File: src/rtl/dpd_ovf_guard_if.sv
// -----------------------------------------------------------------------------
// dpd_ovf_guard_if
//
// Purpose:
//   Bundles the data and status signals of the DPD overflow guard. This covers
//   both sample streams (DPD output and raw bypass baseband), the DPD request,
//   the guarded output stream and the clip/trip statistics. Clock and reset
//   stay outside the bundle as plain ports of the guard.
//
// Signals (directions as seen by the guard, i.e. the slave modport):
//   dpd_i       in  128  DPD output, lane-packed (see dpd_ovf_guard header)
//   byp_i       in  128  raw baseband, same packing, time-aligned with dpd_i
//   wdpd_req_i  in    1  request to use the DPD output
//   data_o      out 128  guarded output, same packing
//   state_o     out   2  0=IDLE, 1=ACTIVE, 2=TRIPPED
//   trip_o      out   1  one-cycle pulse on entry to TRIPPED
//   trip_cnt_o  out  16  number of trips, saturating
//   clip_cnt_o  out  32  clip cycles seen in ACTIVE, saturating
//   ovf_led_o   out   1  sticky clip indicator
//
// Modports:
//   master - the surrounding logic / testbench that drives the streams
//   slave  - the guard itself
// -----------------------------------------------------------------------------
interface dpd_ovf_guard_if;
  logic [127:0] dpd_i;
  logic [127:0] byp_i;
  logic         wdpd_req_i;
  logic [127:0] data_o;
  logic [1:0]   state_o;
  logic         trip_o;
  logic [15:0]  trip_cnt_o;
  logic [31:0]  clip_cnt_o;
  logic         ovf_led_o;

  modport master (
    output dpd_i,
    output byp_i,
    output wdpd_req_i,
    input  data_o,
    input  state_o,
    input  trip_o,
    input  trip_cnt_o,
    input  clip_cnt_o,
    input  ovf_led_o
  );

  modport slave (
    input  dpd_i,
    input  byp_i,
    input  wdpd_req_i,
    output data_o,
    output state_o,
    output trip_o,
    output trip_cnt_o,
    output clip_cnt_o,
    output ovf_led_o
  );
endinterface

File: src/rtl/dpd_ovf_guard.sv
// -----------------------------------------------------------------------------
// dpd_ovf_guard
//
// Purpose:
//   This block sits between the memory-polynomial DPD output and the JESD TX
//   transport. It saturates every predistorted I/Q component to +/-CLIP_LEVEL
//   and counts clip cycles in fixed (non-sliding) windows of WIN_LEN cycles.
//   If TRIP_THR clip cycles land in one window, the output falls back to the
//   raw bypass baseband for HOLDOFF cycles and then re-arms.
//
// Lane packing (same for dpd_i, byp_i and data_o), sample k = 0..3:
//   I_k = {d[8k +: 8],    d[32+8k +: 8]}
//   Q_k = {d[64+8k +: 8], d[96+8k +: 8]}
//
// Ports:
//   JESD_clk_i  in   single clock for all logic
//   reset_ni    in   asynchronous active-low reset
//   bus         slave modport of dpd_ovf_guard_if (streams + statistics)
//
// Timing:
//   Two register stages on both paths. Stage 1 registers dpd_i/byp_i.
//   Stage 2 saturates, selects on the current state and registers data_o.
//   The clip flag is decoded from stage 1. The state update therefore
//   judges the same beat that stage 2 is loading at that edge.
// -----------------------------------------------------------------------------
module dpd_ovf_guard #(
  parameter int          CLIP_LEVEL = 16383,
  parameter int unsigned WIN_LEN    = 4096,
  parameter int unsigned TRIP_THR   = 64,
  parameter int unsigned HOLDOFF    = 65536
) (
  input  logic           JESD_clk_i,
  input  logic           reset_ni,
  dpd_ovf_guard_if.slave bus
);

  // ---------------------------------------------------------------------------
  // State encoding and counter geometry
  // ---------------------------------------------------------------------------
  localparam logic [1:0] S_IDLE    = 2'd0;
  localparam logic [1:0] S_ACTIVE  = 2'd1;
  localparam logic [1:0] S_TRIPPED = 2'd2;

  localparam int WCNT_W = (WIN_LEN  > 1) ? $clog2(WIN_LEN)    : 1;
  localparam int HCNT_W = (HOLDOFF  > 1) ? $clog2(HOLDOFF)    : 1;
  localparam int CCNT_W = $clog2(TRIP_THR + 1);

  localparam logic [WCNT_W-1:0] WCNT_LAST = WCNT_W'(WIN_LEN - 1);
  localparam logic [HCNT_W-1:0] HCNT_LAST = HCNT_W'(HOLDOFF - 1);
  // ccnt holds clips already seen in the window. A clip arriving while
  // ccnt == TRIP_THR-1 is the one that reaches the threshold.
  localparam logic [CCNT_W-1:0] CCNT_TRIP = CCNT_W'(TRIP_THR - 1);

  localparam logic signed [15:0] POS_LIM = 16'(CLIP_LEVEL);
  localparam logic signed [15:0] NEG_LIM = -POS_LIM;

  // ---------------------------------------------------------------------------
  // Registers
  // ---------------------------------------------------------------------------
  logic [127:0]      dpd_q, dpd_d;
  logic [127:0]      byp_q, byp_d;
  logic [127:0]      data_q, data_d;
  logic [1:0]        state_q, state_d;
  logic [WCNT_W-1:0] wcnt_q, wcnt_d;
  logic [CCNT_W-1:0] ccnt_q, ccnt_d;
  logic [HCNT_W-1:0] hcnt_q, hcnt_d;
  logic              trip_q, trip_d;
  logic [15:0]       trip_cnt_q, trip_cnt_d;
  logic [31:0]       clip_cnt_q, clip_cnt_d;
  logic              ovf_led_q, ovf_led_d;
  logic              req_q, req_d;

  // ---------------------------------------------------------------------------
  // Stage 1 next-state: plain capture of both streams and the request
  // ---------------------------------------------------------------------------
  always_comb begin
    dpd_d = bus.dpd_i;
    byp_d = bus.byp_i;
    req_d = bus.wdpd_req_i;
  end

  // ---------------------------------------------------------------------------
  // Per-component clip detect and saturation on the stage-1 DPD beat.
  // Components 0..3 are I_0..I_3, components 4..7 are Q_0..Q_3.
  // ---------------------------------------------------------------------------
  logic [7:0]   comp_clip;
  logic [127:0] dpd_sat;
  logic         clip_flag;

  genvar gi;
  generate
    for (gi = 0; gi < 8; gi++) begin : g_comp
      localparam int HI = 64 * (gi / 4) + 8 * (gi % 4);
      localparam int LO = HI + 32;

      logic signed [15:0] comp;
      logic signed [15:0] sat;

      assign comp = {dpd_q[HI +: 8], dpd_q[LO +: 8]};

      // Symmetric limit: -32768 lies below -CLIP_LEVEL and counts as a clip.
      assign comp_clip[gi] = (comp > POS_LIM) || (comp < NEG_LIM);

      always_comb begin
        sat = comp;
        if (comp > POS_LIM) begin
          sat = POS_LIM;
        end else if (comp < NEG_LIM) begin
          sat = NEG_LIM;
        end
      end

      assign dpd_sat[HI +: 8] = sat[15:8];
      assign dpd_sat[LO +: 8] = sat[7:0];
    end
  endgenerate

  assign clip_flag = |comp_clip;

  // ---------------------------------------------------------------------------
  // Stage 2 output select. The state register selects the path, not its
  // next value. A state change takes effect on the whole beat loaded at the
  // edge that follows the change, so no sample is ever mixed.
  // ---------------------------------------------------------------------------
  always_comb begin
    data_d = byp_q;
    if (state_q == S_ACTIVE) begin
      data_d = dpd_sat;
    end
  end

  // ---------------------------------------------------------------------------
  // Sticky LED: a rising edge of the request acknowledges and clears it. The
  // clear wins over a clip seen in the same cycle, so the acknowledge always
  // takes effect.
  // ---------------------------------------------------------------------------
  logic req_rise;
  assign req_rise = bus.wdpd_req_i & ~req_q;

  always_comb begin
    ovf_led_d = ovf_led_q;
    if (req_rise) begin
      ovf_led_d = 1'b0;
    end else if (clip_flag) begin
      ovf_led_d = 1'b1;
    end
  end

  // ---------------------------------------------------------------------------
  // Lifetime clip statistics: only beats actually sent as DPD are counted.
  // ---------------------------------------------------------------------------
  always_comb begin
    clip_cnt_d = clip_cnt_q;
    if ((state_q == S_ACTIVE) && clip_flag && (clip_cnt_q != 32'hFFFF_FFFF)) begin
      clip_cnt_d = clip_cnt_q + 32'd1;
    end
  end

  // ---------------------------------------------------------------------------
  // Guard FSM with window / clip / hold-off counters
  // ---------------------------------------------------------------------------
  always_comb begin
    state_d    = state_q;
    wcnt_d     = wcnt_q;
    ccnt_d     = ccnt_q;
    hcnt_d     = hcnt_q;
    trip_d     = 1'b0;
    trip_cnt_d = trip_cnt_q;

    if (!bus.wdpd_req_i) begin
      // Dropping the request overrides everything and forgets all progress.
      state_d = S_IDLE;
      wcnt_d  = '0;
      ccnt_d  = '0;
      hcnt_d  = '0;
    end else begin
      case (state_q)
        S_IDLE: begin
          state_d = S_ACTIVE;
          wcnt_d  = '0;
          ccnt_d  = '0;
          hcnt_d  = '0;
        end

        S_ACTIVE: begin
          if (clip_flag && (ccnt_q == CCNT_TRIP)) begin
            // Tripping has priority over a window wrap on the same edge.
            state_d = S_TRIPPED;
            trip_d  = 1'b1;
            wcnt_d  = '0;
            ccnt_d  = '0;
            hcnt_d  = '0;
            if (trip_cnt_q != 16'hFFFF) begin
              trip_cnt_d = trip_cnt_q + 16'd1;
            end
          end else if (wcnt_q == WCNT_LAST) begin
            // The wrap beat belongs to the old window. Its clip, if any,
            // was already judged above, so the new window starts at zero.
            wcnt_d = '0;
            ccnt_d = '0;
          end else begin
            wcnt_d = wcnt_q + 1'b1;
            if (clip_flag) begin
              ccnt_d = ccnt_q + 1'b1;
            end
          end
        end

        S_TRIPPED: begin
          if (hcnt_q == HCNT_LAST) begin
            // The request is known high here, so re-arm straight into ACTIVE.
            state_d = S_ACTIVE;
            hcnt_d  = '0;
            wcnt_d  = '0;
            ccnt_d  = '0;
          end else begin
            hcnt_d = hcnt_q + 1'b1;
          end
        end

        default: begin
          state_d = S_IDLE;
          wcnt_d  = '0;
          ccnt_d  = '0;
          hcnt_d  = '0;
        end
      endcase
    end
  end

  // ---------------------------------------------------------------------------
  // Flops. Asserting reset clears everything at once, including any hold-off
  // still in progress.
  // ---------------------------------------------------------------------------
  always_ff @(posedge JESD_clk_i or negedge reset_ni) begin
    if (!reset_ni) begin
      dpd_q      <= '0;
      byp_q      <= '0;
      data_q     <= '0;
      state_q    <= S_IDLE;
      wcnt_q     <= '0;
      ccnt_q     <= '0;
      hcnt_q     <= '0;
      trip_q     <= 1'b0;
      trip_cnt_q <= '0;
      clip_cnt_q <= '0;
      ovf_led_q  <= 1'b0;
      req_q      <= 1'b0;
    end else begin
      dpd_q      <= dpd_d;
      byp_q      <= byp_d;
      data_q     <= data_d;
      state_q    <= state_d;
      wcnt_q     <= wcnt_d;
      ccnt_q     <= ccnt_d;
      hcnt_q     <= hcnt_d;
      trip_q     <= trip_d;
      trip_cnt_q <= trip_cnt_d;
      clip_cnt_q <= clip_cnt_d;
      ovf_led_q  <= ovf_led_d;
      req_q      <= req_d;
    end
  end

  // ---------------------------------------------------------------------------
  // Outputs
  // ---------------------------------------------------------------------------
  assign bus.data_o     = data_q;
  assign bus.state_o    = state_q;
  assign bus.trip_o     = trip_q;
  assign bus.trip_cnt_o = trip_cnt_q;
  assign bus.clip_cnt_o = clip_cnt_q;
  assign bus.ovf_led_o  = ovf_led_q;

endmodule
File: src/flat_wrapper.sv
// flat-port wrapper written by rule: the top's interface ports become plain ports
module dpd_ovf_guard_flat 
#(
  parameter int          CLIP_LEVEL = 16383,
  parameter int unsigned WIN_LEN    = 4096,
  parameter int unsigned TRIP_THR   = 64,
  parameter int unsigned HOLDOFF    = 65536
)
  (JESD_clk_i, reset_ni, bus_dpd_i, bus_byp_i, bus_wdpd_req_i, bus_data_o, bus_state_o, bus_trip_o, bus_trip_cnt_o, bus_clip_cnt_o, bus_ovf_led_o);
  dpd_ovf_guard_if bus_i ();
  input  logic JESD_clk_i;
  input  logic reset_ni;
  input wire logic [$bits(bus_i.dpd_i)-1:0] bus_dpd_i;
  input wire logic [$bits(bus_i.byp_i)-1:0] bus_byp_i;
  input wire logic [$bits(bus_i.wdpd_req_i)-1:0] bus_wdpd_req_i;
  output wire logic [$bits(bus_i.data_o)-1:0] bus_data_o;
  output wire logic [$bits(bus_i.state_o)-1:0] bus_state_o;
  output wire logic [$bits(bus_i.trip_o)-1:0] bus_trip_o;
  output wire logic [$bits(bus_i.trip_cnt_o)-1:0] bus_trip_cnt_o;
  output wire logic [$bits(bus_i.clip_cnt_o)-1:0] bus_clip_cnt_o;
  output wire logic [$bits(bus_i.ovf_led_o)-1:0] bus_ovf_led_o;
  assign bus_i.dpd_i = bus_dpd_i;
  assign bus_i.byp_i = bus_byp_i;
  assign bus_i.wdpd_req_i = bus_wdpd_req_i;
  assign bus_data_o = bus_i.data_o;
  assign bus_state_o = bus_i.state_o;
  assign bus_trip_o = bus_i.trip_o;
  assign bus_trip_cnt_o = bus_i.trip_cnt_o;
  assign bus_clip_cnt_o = bus_i.clip_cnt_o;
  assign bus_ovf_led_o = bus_i.ovf_led_o;
  dpd_ovf_guard #(.CLIP_LEVEL(CLIP_LEVEL), .WIN_LEN(WIN_LEN), .TRIP_THR(TRIP_THR), .HOLDOFF(HOLDOFF)) u_core (.JESD_clk_i(JESD_clk_i), .reset_ni(reset_ni), .bus(bus_i));
endmodule
File: config.mk
export PLATFORM = sky130hd
export DESIGN_NAME = dpd_ovf_guard_flat
export DESIGN_NICKNAME = d
export VERILOG_FILES = /design/src/rtl/dpd_ovf_guard_if.sv /design/src/rtl/dpd_ovf_guard.sv /design/src/flat_wrapper.sv
export SDC_FILE = /design/constraint.sdc
export NUM_CORES = 1
export LEC_CHECK = 0
export CORE_ASPECT_RATIO = 1.1
export CORE_MARGIN = 4
export CORE_UTILIZATION = 45
export CTS_BUF_LIST = sky130_fd_sc_hd__clkbuf_16
export CTS_CLUSTER_DIAMETER = 60
export DETAILED_ROUTE_END_ITERATION = 7
export MAX_ROUTING_LAYER = met4
export PLACE_DENSITY_LB_ADDON = 0.3
export SETUP_SLACK_MARGIN = 0.3
export SYNTH_ARGS = -nofsm -noshare
export SYNTH_HDL_FRONTEND = slang
export SYNTH_SLANG_ARGS = --single-unit
File: constraint.sdc
create_clock -name JESD_clk_i -period 5.6 [get_ports JESD_clk_i]
set_clock_uncertainty 0.2 [all_clocks]
set_input_delay 1.68 -clock JESD_clk_i [delete_from_list [all_inputs] [get_ports JESD_clk_i]]
set_output_delay 1.68 -clock JESD_clk_i [all_outputs]
set_load 0.02 [all_outputs]
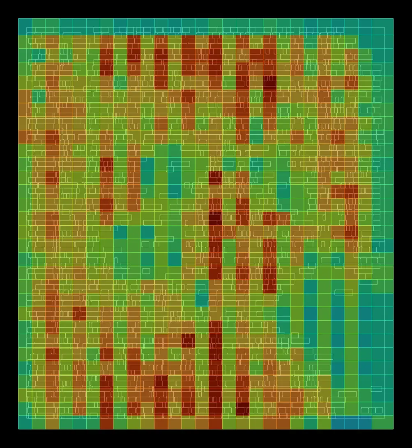
Fig. 1. Track usage over the die (run 1).
met3 track demand over resource in global routing: 7.33%
Routed wire per std cell: 19.4 µm

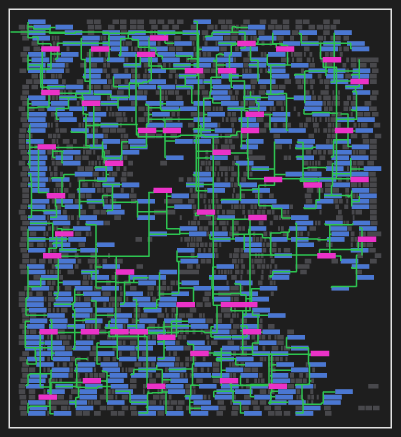
Fig. 2. Clock distribution (run 1).
(2 px per µm)
Green stands for clock wires, length 5320 µm. Blue stands for flip-flops, count 472. Magenta stands for clock-net drivers, count 48.
There are 49 routed clock nets.

==> run summary, run 1 <==
yosys + openroad results -> buffers outside the clock class=447, total number of clock tree sinks=approximately 470, worst path setup slack after routing=roughly 1300 ps, drt via density=between 4 and 5, sequential share of power=41.2%, Slew HR=10.6%, maximum clock frequency=230 MHz, global-route usage over all layers=a little under a quarter, register cell area after layout=roughly 12000 µm², registers=472, Clock group=about 3.2 mW, Sum Neg Setup Slack=0 ps, launching element type of the critical path=flop, comb pwr=2.81 mW, ANT cells=14, Slowest-stage cell, CP=sky130_fd_sc_hd__nor2b_1, final slew viol count=0, root buffer cell=sky130_fd_sc_hd__clkbuf_16, fraction of power spent switching nets=between 30% and 40%, Registers, synthesis=between 400 and 500, post-synthesis instance area=16400 µm², ratio of total power to cell area=around 440 nW/µm², combined area of the multi-input logic cells=4390 µm², startpoint of the tightest hold check path=u_core.byp_q[86]$_DFF_PN0_, Leak=~10 nW, post-synthesis share of cell area spent on and-or and or-and gates=under 10%, reg-to-reg endpoint=u_core.hcnt_q[2]$_DFFE_PN0P_, clk slew on worst S/H paths=approximately 60 ps, half-perimeter wire length after detailed placement=roughly 32000 µm, Post-Route M1 WL=around 16000 µm, largest fanout of any net on the critical path=19, top power consumer group=sequential cells, VDD IR-drop max=about 0.42 mV, ys flop type=sky130_fd_sc_hd__dfrtp_1, async set or reset register ratio after synthesis=100%, Clock Path Buffers=3, average cell area after synthesis=between 10 and 15 µm², summed area of non-filler cells in the final layout=23000 µm², total cells reported by yosys after synthesis=roughly 1300, number of cells produced by synthesis=roughly 1300, sequential cell power=4.20 mW, utilization after layout=~64%, Design Power=~10 mW, Final Net Count=~2000, vias in the first global route=approximately 12000, met1 GRT Util=between 20% and 30%, outcome=finished clean, core region area=36100 µm², path class of the lowest-slack min-delay path=reg -> reg, post-CTS sizing=0, die outline height=209 µm, register fraction of the total cell area=51.4%, starting DRC count in detailed routing=about 620, required time at the endpoint of the critical path=around 6000 ps, # Max-Cap Violations=0, final setup violation count=0, global-route wire length before repair=~69000 µm, cell seen most often among critical-path stages=sky130_fd_sc_hd__o21ai_0, antenna violations before repair=14, largest net degree at the start of global routing=approximately 130, number of buffers and inverters on the critical path=0, reg-to-reg startpoint=u_core.dpd_q[49]$_DFF_PN0_, Crit Path Class=reg -> reg, mux share of post-synthesis cell area=0.555%
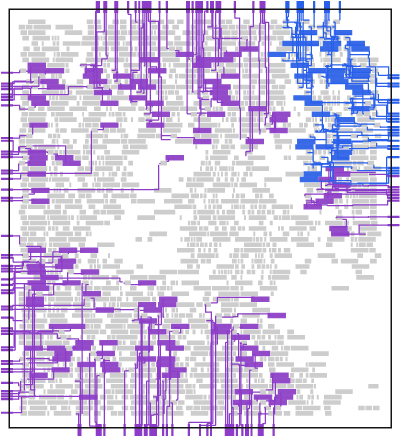
Fig. 3. Wires at chosen ports, followed through buffers (run 1).
(2 px per µm)
Purple stands for `bus_dpd_i`, bits 128, direction input, edge 47 left, 38 bottom, 34 top, 9 right, end cells 128, buffers 128, wire 5210 µm. Blue stands for `bus_clip_cnt_o`, bits 32, direction output, edge 21 right, 11 top, end cells 32, buffers 32, wire 1530 µm.
number of buffers added on ports: 438
total I/O pin count: 439

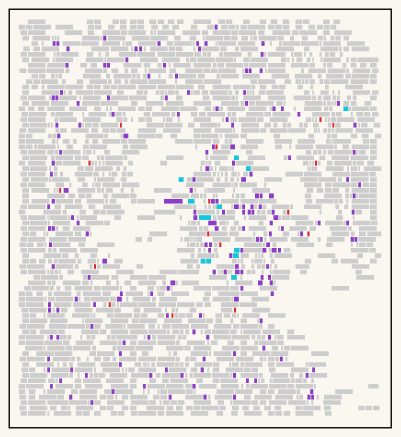
Fig. 4. Gate-type map (run 1).
(2 px per µm)
Red stands for inv cells, cells 16. Purple stands for aoi and oai cells, cells 182, where widely spread. Cyan stands for non-inverting ao/oa cells, cells 12, where middle.
final cell count without fillers: 2296
multi-input combinational area share: 19.1%
most common library cell in the layout ignoring fill and taps: sky130_fd_sc_hd__dfrtp_1

-- run 1: worst max path at each step --
stage / startpoint / end / slack, ps / cells past startpoint
floorplan: bus_wdpd_req_i / u_core.wcnt_q[4]$_DFFE_PN0P_ / 2560 / 6
global placement: bus_wdpd_req_i / u_core.wcnt_q[4]$_DFFE_PN0P_ / 1290 / 7
detailed placement: u_core.dpd_q[49]$_DFF_PN0_ / u_core.hcnt_q[4]$_DFFE_PN0P_ / 1260 / 10
CTS: u_core.dpd_q[49]$_DFF_PN0_ / u_core.hcnt_q[2]$_DFFE_PN0P_ / 1260 / 10
global route: u_core.dpd_q[49]$_DFF_PN0_ / u_core.hcnt_q[2]$_DFFE_PN0P_ / 960 / 10
finish: u_core.dpd_q[49]$_DFF_PN0_ / u_core.hcnt_q[2]$_DFFE_PN0P_ / 1250 / 10
-- run 1: synth_stat cells, types with 2 or more instances --
cell / instances / area, µm²
sky130_fd_sc_hd__mux2i_1: 8 / 80.1
sky130_fd_sc_hd__o22ai_1: 3 / 18.8
sky130_fd_sc_hd__o211ai_1: 2 / 15.0
sky130_fd_sc_hd__a22o_1: 2 / 17.5
sky130_fd_sc_hd__nor2b_1: 11 / 68.8
sky130_fd_sc_hd__nand4_1: 32 / 200
sky130_fd_sc_hd__nand3_1: 45 / 225
sky130_fd_sc_hd__buf_1: 2 / 7.51
sky130_fd_sc_hd__nor3_1: 8 / 40.0
sky130_fd_sc_hd__a21o_1: 5 / 37.5
sky130_fd_sc_hd__nor4_1: 30 / 188
sky130_fd_sc_hd__and3_2: 3 / 22.5
sky130_fd_sc_hd__a21oi_1: 121 / 606
sky130_fd_sc_hd__o21ai_1: 13 / 65.1
sky130_fd_sc_hd__dfrtp_1: 472 / 11800
sky130_fd_sc_hd__o31ai_1: 12 / 90.1
sky130_fd_sc_hd__and3_1: 8 / 50.1
sky130_fd_sc_hd__nand2_1: 56 / 210
sky130_fd_sc_hd__ha_1: 13 / 163
sky130_fd_sc_hd__nor4_2: 3 / 37.5
sky130_fd_sc_hd__a31oi_1: 5 / 31.3
sky130_fd_sc_hd__clkbuf_1: 34 / 128
sky130_fd_sc_hd__nor3b_1: 2 / 15.0
sky130_fd_sc_hd__inv_1: 16 / 60.1
sky130_fd_sc_hd__or3_1: 6 / 37.5
sky130_fd_sc_hd__o21ai_0: 24 / 120
sky130_fd_sc_hd__nor2_1: 174 / 653
sky130_fd_sc_hd__xnor2_1: 32 / 280
sky130_fd_sc_hd__and2_1: 3 / 18.8
sky130_fd_sc_hd__nand2b_1: 109 / 682
sky130_fd_sc_hd__xor2_1: 18 / 158
sky130_fd_sc_hd__buf_2: 3 / 15.0
sky130_fd_sc_hd__buf_6: 3 / 33.8
sky130_fd_sc_hd__or4_1: 2 / 15.0
sky130_fd_sc_hd__and4_1: 7 / 61.3
-- run 1: registers in the layout, summed over array words and instances, names as in the netlist --
signal and count:
u_core.bus.clip_cnt_o 32, u_core.bus.data_o 128, u_core.bus.ovf_led_o 1, u_core.bus.state_o 2, u_core.bus.trip_cnt_o 16, u_core.bus.trip_o 1
u_core.byp_q 128, u_core.ccnt_q 7, u_core.dpd_q 128, u_core.hcnt_q 16, u_core.req_q 1, u_core.wcnt_q 12
--- run 2 (diff from run 1) ---
- CORE_UTILIZATION: 45 -> 44
- clock period: 5.6 -> 3.87 ns (I/O delays scaled with it)
==> run summary, run 2 <==
yosys + openroad results -> number of cells produced by synthesis=1305 (unchanged), RSZ-0062 raised after global routing=no (unchanged), drt via density=5.02 (was 4.98), total I/O pin count=439 (unchanged), antenna violations before repair=8 (was 14), final cycle utilization of the critical path=86.4% (was 77.7%), final setup violation count=0 (unchanged), total number of clock tree sinks=472 (unchanged), ratio of total power to cell area=636 nW/µm² (was 443 nW/µm²), post-synthesis instance area=16400 µm² (unchanged), most common library cell in the layout ignoring fill and taps=sky130_fd_sc_hd__dfrtp_1 (unchanged), maximum clock frequency=299 MHz (was 230 MHz), Crit Path Class=reg -> reg (unchanged), Design Power=14.7 mW (was 10.2 mW), number of buffers added on ports=438 (unchanged), ranking of synthesized cells by area=sky130_fd_sc_hd__dfrtp_1 72%, sky130_fd_sc_hd__nand2b_1 4.1%, sky130_fd_sc_hd__nor2_1 4.0% (unchanged), starting DRC count in detailed routing=599 (was 621), Registers, synthesis=472 (unchanged), async set or reset register ratio after synthesis=100% (unchanged), VDD IR-drop max=0.521 mV (was 0.417 mV), root buffer cell=sky130_fd_sc_hd__clkbuf_16 (unchanged), Slew HR=25.0% (was 10.6%), required time at the endpoint of the critical path=4130 ps (was 5860 ps), launching element type of the critical path=flop (unchanged), die outline height=211 µm (was 209 µm), clock period minus final worst setup slack=3340 ps (was 4350 ps), largest net degree at the start of global routing=76 (was 125), Leak=9.90 nW (was 9.85 nW), vias in the first global route=12500 (was 12300), final RePlAce weighted congestion=0.864 (was 0.870), core region area=37000 µm² (was 36100 µm²), insertion delay to the later sink of the worst-skew pair=560 ps (about the same), final slew viol count=0 (unchanged), # Max-Cap Violations=0 (unchanged), global-route wire length before repair=69800 µm (was 69300 µm), slew of the pin with the lowest slew margin=1120 ps (was 1340 ps), clk slew on worst S/H paths=60 ps (about the same), Top cell area share=71.8% (unchanged), highest cell delay on the worst timing path=600 ps (was 1050 ps), tool warnings=26 (was 30), Slowest-stage cell, CP=sky130_fd_sc_hd__or4_1 (was sky130_fd_sc_hd__nor2b_1), path class of the lowest-slack min-delay path=reg -> reg (unchanged), number of enable-type register cells in the synthesized netlist=0 (unchanged), list of most frequent post-synthesis cells=472 x sky130_fd_sc_hd__dfrtp_1, 174 x sky130_fd_sc_hd__nor2_1, 121 x sky130_fd_sc_hd__a21oi_1, 109 x sky130_fd_sc_hd__nand2b_1, 56 x sky130_fd_sc_hd__nand2_1 (unchanged), total cells reported by yosys after synthesis=1305 (unchanged), number of hold violations in the final report=0 (unchanged), clock buffers created by TritonCTS=48 (unchanged), Remaining DRCs=0 (unchanged), vias after detailed routing=11600 (was 11400), filler cell count=2855 (was 2757), Synth Seq Share=71.8% (unchanged), total die area=40500 µm² (was 39700 µm²), largest fanout of any net on the critical path=16 (was 19), half-perimeter wire length after detailed placement=33800 µm (was 32200 µm), outcome=finished clean (unchanged), global-route usage over all layers=23.2% (about the same), routed wire length=45800 µm (was 44500 µm), library cells used by synthesis=53 (unchanged), highest-count cells in the layout ignoring fill and taps=472 x sky130_fd_sc_hd__dfrtp_1, 437 x sky130_fd_sc_hd__clkdlybuf4s50_1, 174 x sky130_fd_sc_hd__nor2_1, 121 x sky130_fd_sc_hd__a21oi_1, 108 x sky130_fd_sc_hd__nand2b_1 (unchanged), Clock Path Buffers=3 (unchanged), Ys Warns=0 (unchanged), average cell area after synthesis=12.6 µm² (unchanged), ys flop type=sky130_fd_sc_hd__dfrtp_1 (unchanged), Sum Neg Setup Slack=0 ps (unchanged), cell depth of the worst min-delay path=2 (unchanged), depth of the CTS H-tree=2 (unchanged), most used standard cell by instance count after synthesis=sky130_fd_sc_hd__dfrtp_1 (unchanged), Routed wire per std cell=19.8 µm (was 19.4 µm), cell type contributing the most total cell area after synthesis=sky130_fd_sc_hd__dfrtp_1 (unchanged), number of nets at floorplan=1577 (unchanged), Final Net Count=2047 (was 2030)
## run 2: cell counts after synthesis
No cell type changed its count.
## run 2: power by group
part | internal (mW) | switching, mW
registers | 5.72 | 0.368
clock network | 2.58 | 1.87
logic | 1.77 | 2.37
total | 10.1 | 4.60
## run 2: timing repair
action                                 4_1_cts  5_1_grt
buffers inserted                             0        0
endpoints found under the hold margin        0        0
setup endpoints to repair                    0       16
resized                                      0        9
## run 2: worst paths after layout
| path | start | end | slack, ps |
|---|---|---|---|
| hold reg to reg | u_core.byp_q[95]$_DFF_PN0_ | u_core.bus.data_o[95]$_DFF_PN0_ | 250 |
| hold / removal | u_core.byp_q[95]$_DFF_PN0_ | u_core.bus.data_o[95]$_DFF_PN0_ | 250 |
| setup reg to reg | u_core.dpd_q[82]$_DFF_PN0_ | u_core.ccnt_q[3]$_DFFE_PN0P_ | 530 |
| min in group asynchronous | reset_ni | u_core.bus.trip_cnt_o[10]$_DFFE_PN0P_ | 370 |
| max in group asynchronous | reset_ni | u_core.bus.data_o[105]$_DFF_PN0_ | 2130 |
| setup / recovery | u_core.dpd_q[82]$_DFF_PN0_ | u_core.ccnt_q[3]$_DFFE_PN0P_ | 530 |
## run 2: final cells by class
class	count	area (µm²)	share of cell area [%]
clock buffer	48	1200	5.20
multi-input combinational	773	4430	19.2
inverter	16	60.1	0.260
tap	494	618	2.68
timing repair buffer	464	4660	20.2
clock inverter	36	304	1.32
sequential	472	11800	51.1
antenna	8	20.0	0.0867
## run 2: routing by layer
metal	vias to the layer above	GRT usage, %	wire length [µm]
met3	89	6.12	3270
met4	0	8.07	1710
met1	5718	26.6	16800
met5	-	-	0
li1	5374	-	-
met2	414	39.4	23900
## run 2: cell families (layout without fill, tap and decap cells)
logic type / after synthesis / after routing / share of synthesized area (%)
simple gates: 507 / 507 / 15.8
flops: 472 / 472 / 71.8
compound gates: 194 / 194 / 6.64
buf+inv: 60 / 564 / 1.56
xor+xnor: 50 / 50 / 2.66
fa+ha+maj: 13 / 13 / 0.989
mux: 9 / 9 / 0.555
other cells: 0 / 8 / 0
## run 2: critical path, delay by kind of cell, from the launching register on
family | cells | cell delay, ps
and+or+nand+nor | 7 | 1920
DFF | 1 | 380
adders and majority gates | 1 | 360
AOI/OAI and AO/OA | 2 | 360
## run 2: per-stage QoR
step	instances	instance area [µm²]	util (%)	hold slack (ps)	setup slack (ps)
final	2311	23100	62.4	251	528
after global placement	2219	21500	58.2	231	405
after global routing	2311	23100	62.4	267	281
after floorplan	1305	16400	-	224	976
after CTS	2303	23000	62.2	254	387
after detailed placement	2219	21500	58.2	239	390
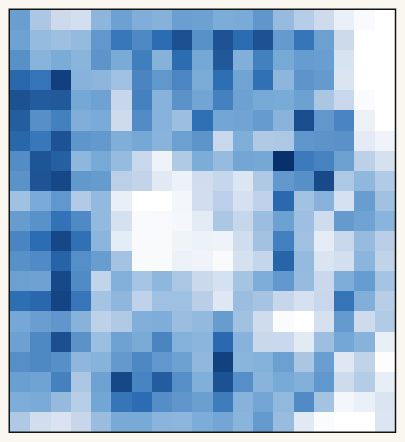
Fig. 5. Wire density map (run 2).
(2 px per µm) The die is cut into 19 by 21 equal tiles; white is low, dark blue is high, scaled to the fullest tile. Values are wire area over tile area, all layers added.
The fullest tile reaches 0.42. 42% of the tiles are over half the peak. 3.8% of the tiles are nearly empty. The mean over all tiles is 0.18.

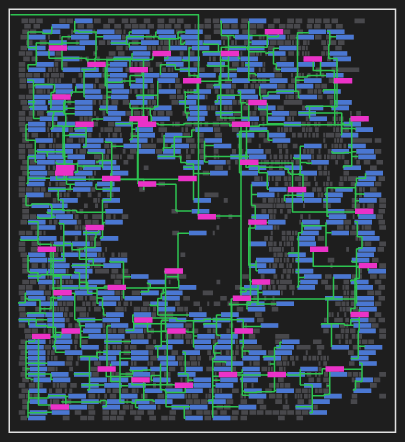
Fig. 6. Clock distribution (run 2).
(2 px per µm)
Magenta stands for clock-net drivers, count 48. Blue stands for flip-flops, count 472. Green stands for clock wires, length 5360 µm.
There are 49 routed clock nets.

Power and IR drop assume default switching activity.
